## src/rtl/gcd_dispatch.sv

```systemverilog
`default_nettype none
// ============================================================================
// Module   : gcd_dispatch
// Purpose  : Front end for the 32-bit GCD core. Operand pairs arriving on a
//            valid/ready stream are buffered in a small FIFO. They are issued
//            to the core one at a time. Each result is returned with its
//            caller tag on a valid/ready output stream. The core has no
//            backpressure and a sticky done, so all flow control lives here.
// Revision : 1.0 - initial release
// ----------------------------------------------------------------------------
// Ports    : clk_i, rst_ni         - clock (posedge), async active-low reset
//            in_valid_i/in_ready_o - operand stream handshake
//            in_a_i, in_b_i        - operands A and B
//            in_tag_i              - caller tag
//            core_start_o          - one-cycle start pulse to the core
//            core_a_o, core_b_o    - operands held stable through WAIT
//            core_done_i           - sticky core done
//            core_result_i         - core result
//            out_valid_o/out_ready_i - result stream handshake
//            out_result_o          - GCD result
//            out_tag_o             - tag of the pair that produced the result
//            out_err_o             - watchdog timeout flag (0 without feature)
//            busy_o                - FSM active or FIFO non-empty
//            fifo_count_o          - FIFO occupancy
// Config   : define GCD_DISPATCH_TIMEOUT_EN to enable the WAIT watchdog
//            (TIMEOUT_CYCLES) and the DRAIN state that follows a timeout.
// ============================================================================
module gcd_dispatch #(
    parameter int WIDTH          = 32,
    parameter int DEPTH          = 4,
    parameter int TAG_W          = 4,
    parameter int TIMEOUT_CYCLES = 1024
) (
    input  logic                   clk_i,
    input  logic                   rst_ni,
    input  logic                   in_valid_i,
    output logic                   in_ready_o,
    input  logic [WIDTH-1:0]       in_a_i,
    input  logic [WIDTH-1:0]       in_b_i,
    input  logic [TAG_W-1:0]       in_tag_i,
    output logic                   core_start_o,
    output logic [WIDTH-1:0]       core_a_o,
    output logic [WIDTH-1:0]       core_b_o,
    input  logic                   core_done_i,
    input  logic [WIDTH-1:0]       core_result_i,
    output logic                   out_valid_o,
    input  logic                   out_ready_i,
    output logic [WIDTH-1:0]       out_result_o,
    output logic [TAG_W-1:0]       out_tag_o,
    output logic                   out_err_o,
    output logic                   busy_o,
    output logic [$clog2(DEPTH):0] fifo_count_o
);

    localparam int             PTR_W      = $clog2(DEPTH);
    localparam logic [PTR_W:0] FULL_COUNT = (PTR_W+1)'(DEPTH);

    generate
        if (DEPTH < 2 || (DEPTH & (DEPTH - 1)) != 0 || TIMEOUT_CYCLES < 1) begin : g_bad_params
            $error("gcd_dispatch: DEPTH must be a power of two >= 2, TIMEOUT_CYCLES >= 1");
        end
    endgenerate

    typedef enum logic [2:0] {
        ST_IDLE  = 3'd0,
        ST_ISSUE = 3'd1,
        ST_WAIT  = 3'd2,
        ST_OUT   = 3'd3
`ifdef GCD_DISPATCH_TIMEOUT_EN
        , ST_DRAIN = 3'd4
`endif
    } state_t;

    // ------------------------------------------------------------------
    // Input FIFO
    // ------------------------------------------------------------------
    logic [WIDTH-1:0] fifo_a_q   [DEPTH];
    logic [WIDTH-1:0] fifo_b_q   [DEPTH];
    logic [TAG_W-1:0] fifo_tag_q [DEPTH];
    logic [PTR_W-1:0] wr_ptr_q, rd_ptr_q;
    logic [PTR_W:0]   count_q, count_d;
    logic             push, pop;

    assign in_ready_o = (count_q != FULL_COUNT);
    assign push       = in_valid_i && in_ready_o;

    // Storage carries no reset; the pointers and the count define validity.
    always_ff @(posedge clk_i) begin
        if (push) begin
            fifo_a_q[wr_ptr_q]   <= in_a_i;
            fifo_b_q[wr_ptr_q]   <= in_b_i;
            fifo_tag_q[wr_ptr_q] <= in_tag_i;
        end
    end

    always_comb begin
        count_d = count_q;
        case ({push, pop})
            2'b10:   count_d = count_q + 1'b1;
            2'b01:   count_d = count_q - 1'b1;
            default: count_d = count_q;
        endcase
    end

    // The pointers wrap naturally because DEPTH is a power of two.
    always_ff @(posedge clk_i or negedge rst_ni) begin
        if (!rst_ni) begin
            wr_ptr_q <= '0;
            rd_ptr_q <= '0;
            count_q  <= '0;
        end else begin
            if (push) wr_ptr_q <= wr_ptr_q + 1'b1;
            if (pop)  rd_ptr_q <= rd_ptr_q + 1'b1;
            count_q <= count_d;
        end
    end

    // ------------------------------------------------------------------
    // Dispatch FSM
    // ------------------------------------------------------------------
    state_t           state_q, state_d;
    logic [WIDTH-1:0] op_a_q, op_a_d, op_b_q, op_b_d;
    logic [TAG_W-1:0] op_tag_q, op_tag_d;
    logic [WIDTH-1:0] res_q, res_d;
    logic [TAG_W-1:0] tag_q, tag_d;

`ifdef GCD_DISPATCH_TIMEOUT_EN
    localparam int             CNT_W        = $clog2(TIMEOUT_CYCLES + 1);
    localparam logic [CNT_W-1:0] TIMEOUT_LAST = CNT_W'(TIMEOUT_CYCLES - 1);
    logic             err_q, err_d;
    logic [CNT_W-1:0] wait_cnt_q, wait_cnt_d;
`endif

    always_comb begin
        state_d  = state_q;
        op_a_d   = op_a_q;
        op_b_d   = op_b_q;
        op_tag_d = op_tag_q;
        res_d    = res_q;
        tag_d    = tag_q;
        pop      = 1'b0;
`ifdef GCD_DISPATCH_TIMEOUT_EN
        err_d      = err_q;
        wait_cnt_d = wait_cnt_q;
`endif
        case (state_q)
            ST_IDLE: begin
                if (count_q != '0) begin
                    pop      = 1'b1;
                    op_a_d   = fifo_a_q[rd_ptr_q];
                    op_b_d   = fifo_b_q[rd_ptr_q];
                    op_tag_d = fifo_tag_q[rd_ptr_q];
                    state_d  = ST_ISSUE;
                end
            end
            ST_ISSUE: begin
                // The core clears its sticky done on the edge that samples
                // start, so done is trustworthy from the first WAIT cycle.
                state_d = ST_WAIT;
`ifdef GCD_DISPATCH_TIMEOUT_EN
                wait_cnt_d = '0;
`endif
            end
            ST_WAIT: begin
                if (core_done_i) begin
                    res_d   = core_result_i;
                    tag_d   = op_tag_q;
                    state_d = ST_OUT;
`ifdef GCD_DISPATCH_TIMEOUT_EN
                    err_d   = 1'b0;
                end else if (wait_cnt_q == TIMEOUT_LAST) begin
                    res_d   = '0;
                    tag_d   = op_tag_q;
                    err_d   = 1'b1;
                    state_d = ST_OUT;
                end else begin
                    wait_cnt_d = wait_cnt_q + 1'b1;
`endif
                end
            end
            ST_OUT: begin
                if (out_ready_i) begin
`ifdef GCD_DISPATCH_TIMEOUT_EN
                    // A timed-out job is still running in the core; wait
                    // for it before issuing anything new.
                    state_d = err_q ? ST_DRAIN : ST_IDLE;
`else
                    state_d = ST_IDLE;
`endif
                end
            end
`ifdef GCD_DISPATCH_TIMEOUT_EN
            ST_DRAIN: begin
                if (core_done_i) state_d = ST_IDLE;
            end
`endif
            default: state_d = ST_IDLE;
        endcase
    end

    always_ff @(posedge clk_i or negedge rst_ni) begin
        if (!rst_ni) begin
            state_q  <= ST_IDLE;
            op_a_q   <= '0;
            op_b_q   <= '0;
            op_tag_q <= '0;
            res_q    <= '0;
            tag_q    <= '0;
        end else begin
            state_q  <= state_d;
            op_a_q   <= op_a_d;
            op_b_q   <= op_b_d;
            op_tag_q <= op_tag_d;
            res_q    <= res_d;
            tag_q    <= tag_d;
        end
    end

`ifdef GCD_DISPATCH_TIMEOUT_EN
    always_ff @(posedge clk_i or negedge rst_ni) begin
        if (!rst_ni) begin
            err_q      <= 1'b0;
            wait_cnt_q <= '0;
        end else begin
            err_q      <= err_d;
            wait_cnt_q <= wait_cnt_d;
        end
    end
    assign out_err_o = err_q;
`else
    assign out_err_o = 1'b0;
`endif

    assign core_start_o = (state_q == ST_ISSUE);
    assign core_a_o     = op_a_q;
    assign core_b_o     = op_b_q;
    assign out_valid_o  = (state_q == ST_OUT);
    assign out_result_o = res_q;
    assign out_tag_o    = tag_q;
    assign busy_o       = (state_q != ST_IDLE) || (count_q != '0);
    assign fifo_count_o = count_q;

endmodule
`default_nettype wire

```

## config.mk

```make
export PLATFORM = sky130hd
export DESIGN_NAME = gcd_dispatch
export DESIGN_NICKNAME = d
export VERILOG_FILES = /design/src/rtl/gcd_dispatch.sv
export SDC_FILE = /design/constraint.sdc
export NUM_CORES = 1
export LEC_CHECK = 0
export CAP_MARGIN = 10
export CORE_MARGIN = 2
export CORE_UTILIZATION = 30
export CTS_CLUSTER_DIAMETER = 50
export DETAILED_ROUTE_END_ITERATION = 8
export PLACE_DENSITY = 0.5
export SLEW_MARGIN = 20
export SYNTH_ARGS = -nofsm -noshare
export SYNTH_HDL_FRONTEND = slang
export SYNTH_SLANG_ARGS = --single-unit
export TNS_END_PERCENT = 10
```

## constraint.sdc

```tcl
create_clock -name clk_i -period 2.3 [get_ports clk_i]
set_input_delay 0.575 -clock clk_i [delete_from_list [all_inputs] [get_ports clk_i]]
set_output_delay 0.575 -clock clk_i [all_outputs]
set_load 0.005 [all_outputs]
```

==> reports/results.ini <==
[outcome]
run_status = finished clean

[synthesis]
syn_inst = 774
synth_top_area_share = 0.5737
syn-num-nets = 889
synthSimpleGateAreaFrac = 0.05897
aoi_share = 0.003076
avgSynthCellArea_um2 = 18.39
synthAdderAreaFrac = 0.009315
edf_count = 272
ys_sh_mux = 0.1386
ys.flops = 385
yosysUniqueCellTypes = 27

[finish]
final_util = 0.4093
fin_cells = 1680
num-fill-cells = 4237
nNetsFinal = 1147
sh_comb_area = 0.1617
ff_latch_area_um2 = 11000
buffer_area_frac = 0.1335
largest_cell_class = flip-flops and latches
nClkBuffers = 64
layout_top_cell = edfxtp_1
sh_seq_area = 0.5762
logic_gate_count = 344
drive_above_1_share = 0.2164
clk_share = 0.08643

[critical_path]
worst_setup_path_start_kind = flop
slowest_stage = clkdlybuf4s50_1
cp_num_buf_inv = 1
cpPeakStageDelay_ps = 520
arrival_ps = 1670

[timing]
fmax_mhz = 445.6
period_needed_ps = 2244
tightestPinTransition_ps = 969.8
fin_crit_sh = 0.9758
slew_viol_final = 0
setup_ws_ps = 55.70
setup_viol = 0

[floorplan]
die-area_um2 = 49220
die_h_um = 221.9
coreArea_um2 = 46650
well_tap_count = 607
pin_count = 213
die_w_um = 221.9
fp_util = 0.3052

[routing]
ant_nets = 0
wl_met3_um = 2072
drc = 0
dr_wl_met2_um = 14880
routed.top_layer = met5

[global_route]
grt_busiest_layer = met2
grt_overflow_total = 0
antenna_found_initial = 3

[placed_design]
place.gp.congestion = 0.6806

[clock_tree]
clockRootBuffer = clkbuf_16
clockBufferDepth = 3
h-tree-depth = 2
postCtsSetupRepairBufs = 0
ctsHoldBuffers = 1

[power by group]
part           switching [mW]  total (mW)  leakage (nW)  internal [mW]
Sequential              0.901        10.4          3.87           9.55
Clock                    2.97        7.64         0.807           4.68
Combinational            3.66        7.99          2.42           4.33
Total                    7.53        26.1          7.09           18.6
[path summary, 6_finish.rpt]
check,startpoint,to,slack (ps),cells past startpoint
min in group asynchronous,rst_ni,out_result_o[5],500,2
worst max-delay path,state_q[1],out_valid_o,60,2
worst min register to register,core_a_o[23],core_a_o[23],470,2
worst max register to register,fifo_count_o[0],fifo_count_o[2],240,9
worst min-delay path,core_a_o[23],core_a_o[23],470,2
max in group asynchronous,rst_ni,core_a_o[4],1190,3
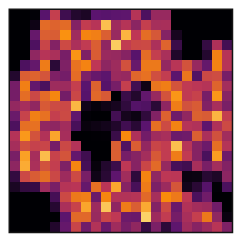
Figure 1: local utilization.
Drawn at 1 px/um. 22 x 22 tiles, from black (low) to pale yellow (high), 0 to 100% covered.
14% of the tiles are nearly empty. The mean over all tiles is 37%. The fullest tile reaches 90%. 4.3% of the tiles are over 75% full.

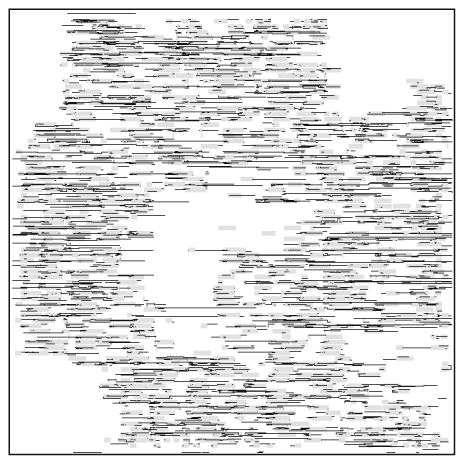
Figure 2: M1 wires.
Drawn at 2 px/um. Cells faint in the background.
The layer carries 14000 um of wire. The longest straight run is 78.2 um. The layer holds 44% of the routed length.

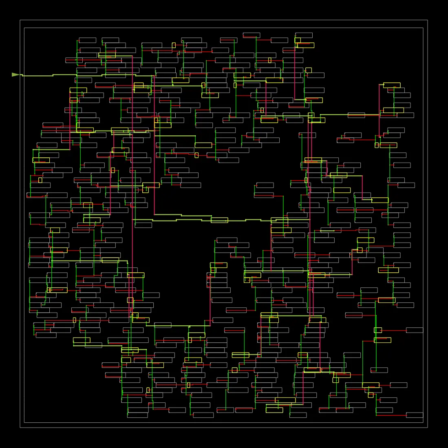
Figure 3: the clock network.
Clock Latency Late Sink: 580 ps
Worst Skew: 28.47 ps
TritonCTS Buffers: 49

Power and IR drop assume default switching activity.
